**src/rtl/vga_scan_timing.sv**
```systemverilog
// VGA raster timing generator: pixel/line counters with registered enables, syncs and frame pulses.
// Optional macro VGA_SCAN_SYNC_DELAY_EN adds one register stage on hs/vs to match a registered pixel path.
module vga_scan_timing #(
    parameter int   H_ACTIVE = 800,
    parameter int   H_FP     = 56,
    parameter int   H_SYNC   = 120,
    parameter int   H_BP     = 64,
    parameter int   V_ACTIVE = 600,
    parameter int   V_FP     = 37,
    parameter int   V_SYNC   = 6,
    parameter int   V_BP     = 23,
    parameter logic SYNC_POL = 1'b1
) (
    input  logic        pclk,
    input  logic        rst,
    output logic        hen,
    output logic        ven,
    output logic        hs,
    output logic        vs,
    output logic [10:0] hcnt,
    output logic [9:0]  vcnt,
    output logic        frame_start,
    output logic        line_start,
    output logic [7:0]  frame_cnt
);

    localparam int H_TOTAL = H_ACTIVE + H_FP + H_SYNC + H_BP;
    localparam int V_TOTAL = V_ACTIVE + V_FP + V_SYNC + V_BP;

    localparam logic [10:0] H_LAST     = 11'(H_TOTAL - 1);
    localparam logic [10:0] H_VIS_END  = 11'(H_ACTIVE);
    localparam logic [10:0] H_SYNC_BEG = 11'(H_ACTIVE + H_FP);
    localparam logic [10:0] H_SYNC_END = 11'(H_ACTIVE + H_FP + H_SYNC);

    localparam logic [9:0]  V_LAST     = 10'(V_TOTAL - 1);
    localparam logic [9:0]  V_VIS_END  = 10'(V_ACTIVE);
    localparam logic [9:0]  V_SYNC_BEG = 10'(V_ACTIVE + V_FP);
    localparam logic [9:0]  V_SYNC_END = 10'(V_ACTIVE + V_FP + V_SYNC);

    logic [10:0] hcnt_q, hcnt_d;
    logic [9:0]  vcnt_q, vcnt_d;
    logic        hen_q, hen_d;
    logic        ven_q, ven_d;
    logic        hs_q, hs_d;
    logic        vs_q, vs_d;
    logic        frame_start_q, frame_start_d;
    logic        line_start_q, line_start_d;
    logic [7:0]  frame_cnt_q, frame_cnt_d;
    logic        h_wrap;
    logic        v_wrap;

    // Wrap on >= so the counters cannot escape their range even from a corrupted value.
    always_comb begin
        h_wrap = (hcnt_q >= H_LAST);
        v_wrap = (vcnt_q >= V_LAST);

        hcnt_d = h_wrap ? 11'd0 : hcnt_q + 11'd1;
        vcnt_d = vcnt_q;
        if (h_wrap) begin
            vcnt_d = v_wrap ? 10'd0 : vcnt_q + 10'd1;
        end
    end

    // All outputs decode the next counter values so they line up with hcnt/vcnt in the same cycle.
    always_comb begin
        hen_d         = (hcnt_d < H_VIS_END);
        ven_d         = (vcnt_d < V_VIS_END);
        hs_d          = ((hcnt_d >= H_SYNC_BEG) && (hcnt_d < H_SYNC_END)) ? SYNC_POL : ~SYNC_POL;
        vs_d          = ((vcnt_d >= V_SYNC_BEG) && (vcnt_d < V_SYNC_END)) ? SYNC_POL : ~SYNC_POL;
        line_start_d  = (hcnt_d == 11'd0);
        frame_start_d = (hcnt_d == 11'd0) && (vcnt_d == 10'd0);
        frame_cnt_d   = frame_start_d ? frame_cnt_q + 8'd1 : frame_cnt_q;
    end

    // Reset parks the raster on its last position so the first free edge lands on (0,0).
    always_ff @(posedge pclk) begin
        if (rst) begin
            hcnt_q        <= H_LAST;
            vcnt_q        <= V_LAST;
            hen_q         <= 1'b0;
            ven_q         <= 1'b0;
            hs_q          <= ~SYNC_POL;
            vs_q          <= ~SYNC_POL;
            frame_start_q <= 1'b0;
            line_start_q  <= 1'b0;
            frame_cnt_q   <= 8'hFF;
        end else begin
            hcnt_q        <= hcnt_d;
            vcnt_q        <= vcnt_d;
            hen_q         <= hen_d;
            ven_q         <= ven_d;
            hs_q          <= hs_d;
            vs_q          <= vs_d;
            frame_start_q <= frame_start_d;
            line_start_q  <= line_start_d;
            frame_cnt_q   <= frame_cnt_d;
        end
    end

`ifdef VGA_SCAN_SYNC_DELAY_EN
    logic hs_dly_q, hs_dly_d;
    logic vs_dly_q, vs_dly_d;

    always_comb begin
        hs_dly_d = hs_q;
        vs_dly_d = vs_q;
    end

    always_ff @(posedge pclk) begin
        if (rst) begin
            hs_dly_q <= ~SYNC_POL;
            vs_dly_q <= ~SYNC_POL;
        end else begin
            hs_dly_q <= hs_dly_d;
            vs_dly_q <= vs_dly_d;
        end
    end

    assign hs = hs_dly_q;
    assign vs = vs_dly_q;
`else
    assign hs = hs_q;
    assign vs = vs_q;
`endif

    assign hcnt        = hcnt_q;
    assign vcnt        = vcnt_q;
    assign hen         = hen_q;
    assign ven         = ven_q;
    assign frame_start = frame_start_q;
    assign line_start  = line_start_q;
    assign frame_cnt   = frame_cnt_q;

endmodule

```
**config.mk**
```make
export PLATFORM = sky130hd
export DESIGN_NAME = vga_scan_timing
export DESIGN_NICKNAME = d
export VERILOG_FILES = /design/src/rtl/vga_scan_timing.sv
export SDC_FILE = /design/constraint.sdc
export NUM_CORES = 1
export LEC_CHECK = 0
export CAP_MARGIN = 20
export CORE_MARGIN = 5
export CORE_UTILIZATION = 50
export CTS_CLUSTER_DIAMETER = 60
export CTS_CLUSTER_SIZE = 14
export DETAILED_ROUTE_END_ITERATION = 10
export GPL_ROUTABILITY_DRIVEN = 0
export GPL_TIMING_DRIVEN = 1
export HOLD_SLACK_MARGIN = 0.05
export PLACE_DENSITY_LB_ADDON = 0.15
export REMOVE_ABC_BUFFERS = 1
export SLEW_MARGIN = 0
export SYNTH_ARGS = -nofsm -noshare
export SYNTH_HDL_FRONTEND = slang
export SYNTH_SLANG_ARGS = --single-unit
```
**constraint.sdc**
```tcl
create_clock -name pclk -period 3.8 [get_ports pclk]
set_input_delay 0.76 -clock pclk [delete_from_list [all_inputs] [get_ports pclk]]
set_output_delay 0.76 -clock pclk [all_outputs]
set_load 0.01 [all_outputs]
```
==> deck_impl_summary.md <==
Key Metrics from the Run

Layout
  – Area grow syn2layout: 22.5%
  – Largest register FFs: 11
  – Share of layout cells above drive strength 1: 10.2%
  – Final net count: 290
  – Antenna Cells: 0

Critical path
  – Worst path required time: 4.03 ns
  – CP Capture Point: frame_cnt[3]
  – CP cell instances: ha_1 > a21oi_1 > o211ai_2 > nand2_1 > a221oi_2 > nand4b_1 > buf_4 > or4_1 > nand3_1
  – CP startpoint kind: flop
  – Flop-to-flop setup slack: 0.83 ns
  – WP data arrival: 3.19 ns
  – Levels on crit path: 9
  – CP max stage delay: 0.51 ns
  – Slowest cell on the critical path: or4_1
  – Bufs and invs on worst path: 1
  – Worst r2r dst: frame_cnt[3]
  – Worst r2r src: hcnt[0]
  – Setup CP Type: flop to flop
  – CP max FO: 14
  – Crit-path leading delay family: simple AND/OR/NAND/NOR gates
  – R2r worst-path depth: 9
  – Worst Setup SP: hcnt[0]

Global routing
  – Largest net degree at the start of global routing: 23
  – Initial antenna violation count: 0
  – GRT overflow: 0
  – Tot GR Track Use: 20.6%
  – First-pass GRT wire length: 9.03 mm
  – Vias in the first global route: 1929

Timing
  – Slew Limit Fails: 0
  – Setup-failing EPs final: 0
  – Worst slew margin: 66.6%
  – Slew @ Worst Pin: 0.498 ns
  – F_max: 337 MHz
  – Hold Vio Cnt, Final: 0
  – Final worst-path cycle share: 78.0%
  – RSZ-0062 raised after global routing: false
  – TNS Setup: 0 ns

Clock tree
  – Clk sink count: 35
  – Postcts setup bufs: 0
  – CTS buffer count: 5
  – Clock transition at path regs: 0.08 ns
  – CTS tree: built
  – Post-CTS Hold Buffers: 0
  – H-tree Lvls: 2
  – CTS Buffer Depth: 2
  – CTS root buffer: clkbuf_8
  – Post-CTS sizing: 0

Logic synthesis
  – Adder share: 2.95%
  – Cell area leaders: dfxtp_1, nand3_1, nand4_1
  – Post-synth EDFFs: 0
  – Ys flop type: dfxtp_1
  – YS chip area: 2120 um2
  – Aoi share: 19.3%
  – Syn avg cell area: 8.42 um2
  – Top-area cell share: 33.0%
  – Flops after synth: 35
  – Yosys stat cell total: 252
  – Share of flip-flops with an asynchronous set or reset: 0%
  – Syn. warnings: 0
  – Top logic family: simple AND/OR/NAND/NOR gates
  – Post-Syn Area: 2120 um2
  – Synth area leader: dfxtp_1
  – Top-count cell post-synth: dfxtp_1
  – Post-Syn Instances: 252
  – Xor+xnor area frac: 4.13%
  – Synth Seq Share: 33.0%
  – MUX area fraction: 1.42%

Place
  – Post-DP HPWL: 3.90 mm

Hold path
  – Worst Hold Class: flop to flop
  – Worst hold path cell count: 2
  – Hold_sp: frame_cnt[7]
  – Hold endpoint: frame_cnt[7]

Routing
  – DR pass1 iterations: 5
  – Routed vias/inst: 6.34
  – Post-route ant nets: 0
  – # DRC: 0
  – 1st-iter DRT viols: 108

Power and ir drop
  – Power Total: 2010 uW
  – Leakage: 0.000914 uW
  – PwrDens: 774 nW/um2
  – Max rail drop VDD: 0.419 mV

Flow run
  – Tool warnings: 27
  – Max-Cap Viols: 0

Floorplan
  – Num rows: 23
  – Die Size: 5640 um2
  – IO Count: 37

Outcome
  – Status: completed
==> power breakdown <==
group | internal, uW | total, uW | switching [uW]
clock | 195 | 339 | 143
sequential | 443 | 580 | 137
combinational | 461 | 1090 | 631
==> per-layer routing <==
layer	part of all wire (%)	vias to the layer above	global-route usage, %
met3	7.6	11	4.41
met5	0	-	0
met4	1.6	0	8.50
met1	43	995	26.0
met2	48	100	34.0
li1	-	1011	-
==> kinds of logic (layout without fill, tap and decap cells) <==
group,after synthesis,after routing
mux,3,3
buf+inv,29,61
flops,35,35
fa+ha+maj,5,5
xor+xnor,10,10
compound gates,53,53
simple gates,117,117
==> cell usage in the layout, fill, tap and decap left out, types with 4 or more instances in the layout <==
cell type,instances
nor3_1,10
o31ai_1,4
clkbuf_8,5
inv_1,12
nor4_1,4
or4_1,4
nand2_1,14
xor2_1,5
nor2b_1,5
o21ai_0,11
a31oi_1,4
a21oi_1,6
nor2_1,19
buf_4,5
dfxtp_1,35
nand3_1,20
xnor2_1,5
nand4_1,12
and3_1,4
ha_1,5
clkdlybuf4s50_1,36
==> through the flow <==
step / cell area (um2) / hold WS [ns] / std cells / worst slack, ns / utilization [%]
final: 2600 / 0.531 / 334 / 0.835 / 64.0
after global routing: 2600 / 0.574 / 334 / 0.571 / 64.0
after CTS: 2600 / 0.536 / 334 / 0.860 / 64.0
after detailed placement: 2480 / 0.513 / 326 / 0.894 / 61.2
after global placement: 2480 / 0.514 / 326 / 0.906 / 61.2
after floorplan: 2020 / 0.529 / 235 / 0.808 / -
==> cell type report <==
type | count | area (um2)
clock buffers | 5 | 68.8
inverters | 12 | 45.0
fillers | 350 | 1460
multi-input cells | 188 | 1280
clock inverters | 3 | 43.8
repair buffers | 41 | 398
flip-flops and latches | 35 | 701
well taps | 50 | 62.6
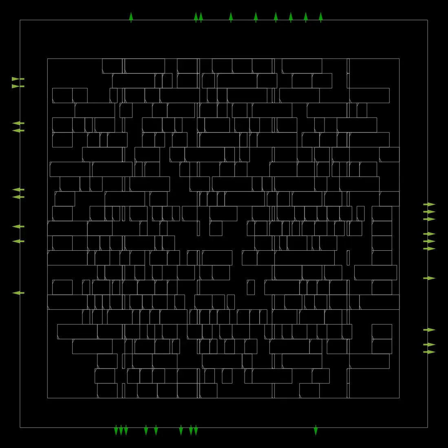
(placed standard cells)
Fill cells: 350
tapcell count: 50
Final Util: 64.0%
Placeable Area: 4060 um2

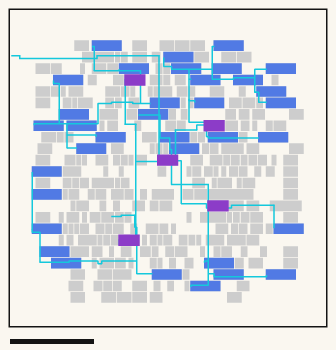
(routed clock nets over the placement)
The bar under the picture is 20 um long.
Blue stands for flip-flops, count 35. Cyan stands for clock wires, length 499 um. Purple stands for clock-net drivers, count 5.
Position of the flops: widely spread. There are 6 routed clock nets.
Clock group: 339 uW
Late-Pin Clk Latency: 0.29 ns
clk_skew: 0.00393 ns
Clk pwr share: 16.8%

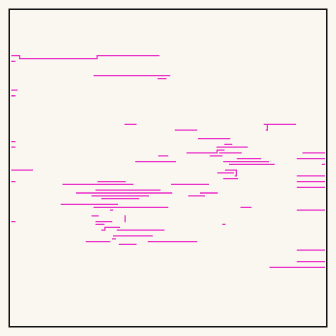
(met3 routing)
The layer holds 7.6% of the routed length. The longest straight run is 22.5 um.
WL final: 5.47 mm
met3 Usage GRT: 4.41%
via count: 2117

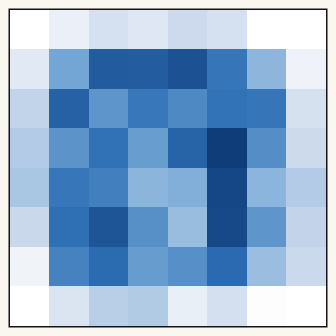
(local utilization)
The die is cut into 8 by 8 equal tiles; white is low, dark blue is high, 0 to 100% covered.
9.4% of the tiles are nearly empty. The fullest tile reaches 95%. The mean over all tiles is 45%. The densest ninth of the die: middle. 17% of the tiles are over 75% full.
floorplan core density: 52.3%

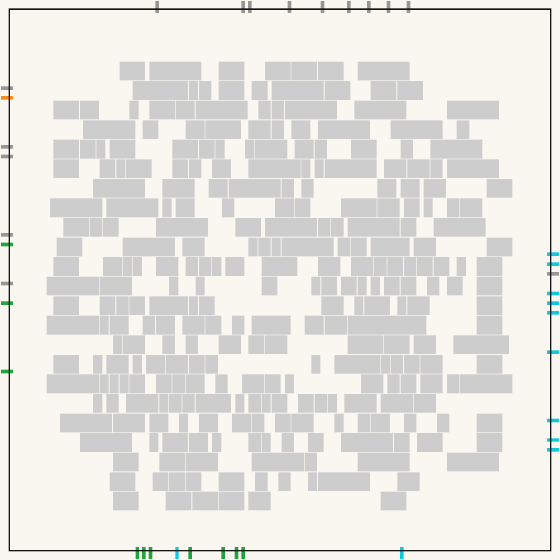
(I/O pins on the die edge)
Pins as bars across the die edge, other pins in grey.
Cyan stands for hcnt, pins 11, direction output, edge 9 right, 2 bottom. Orange stands for rst, pins 1, direction input, edge left. Green stands for vcnt, pins 10, direction output, edge 7 bottom, 3 left.
number of I/O port buffers: 36
chip width: 75.1 um
die height: 75.1 um

Power and IR drop assume default switching activity.
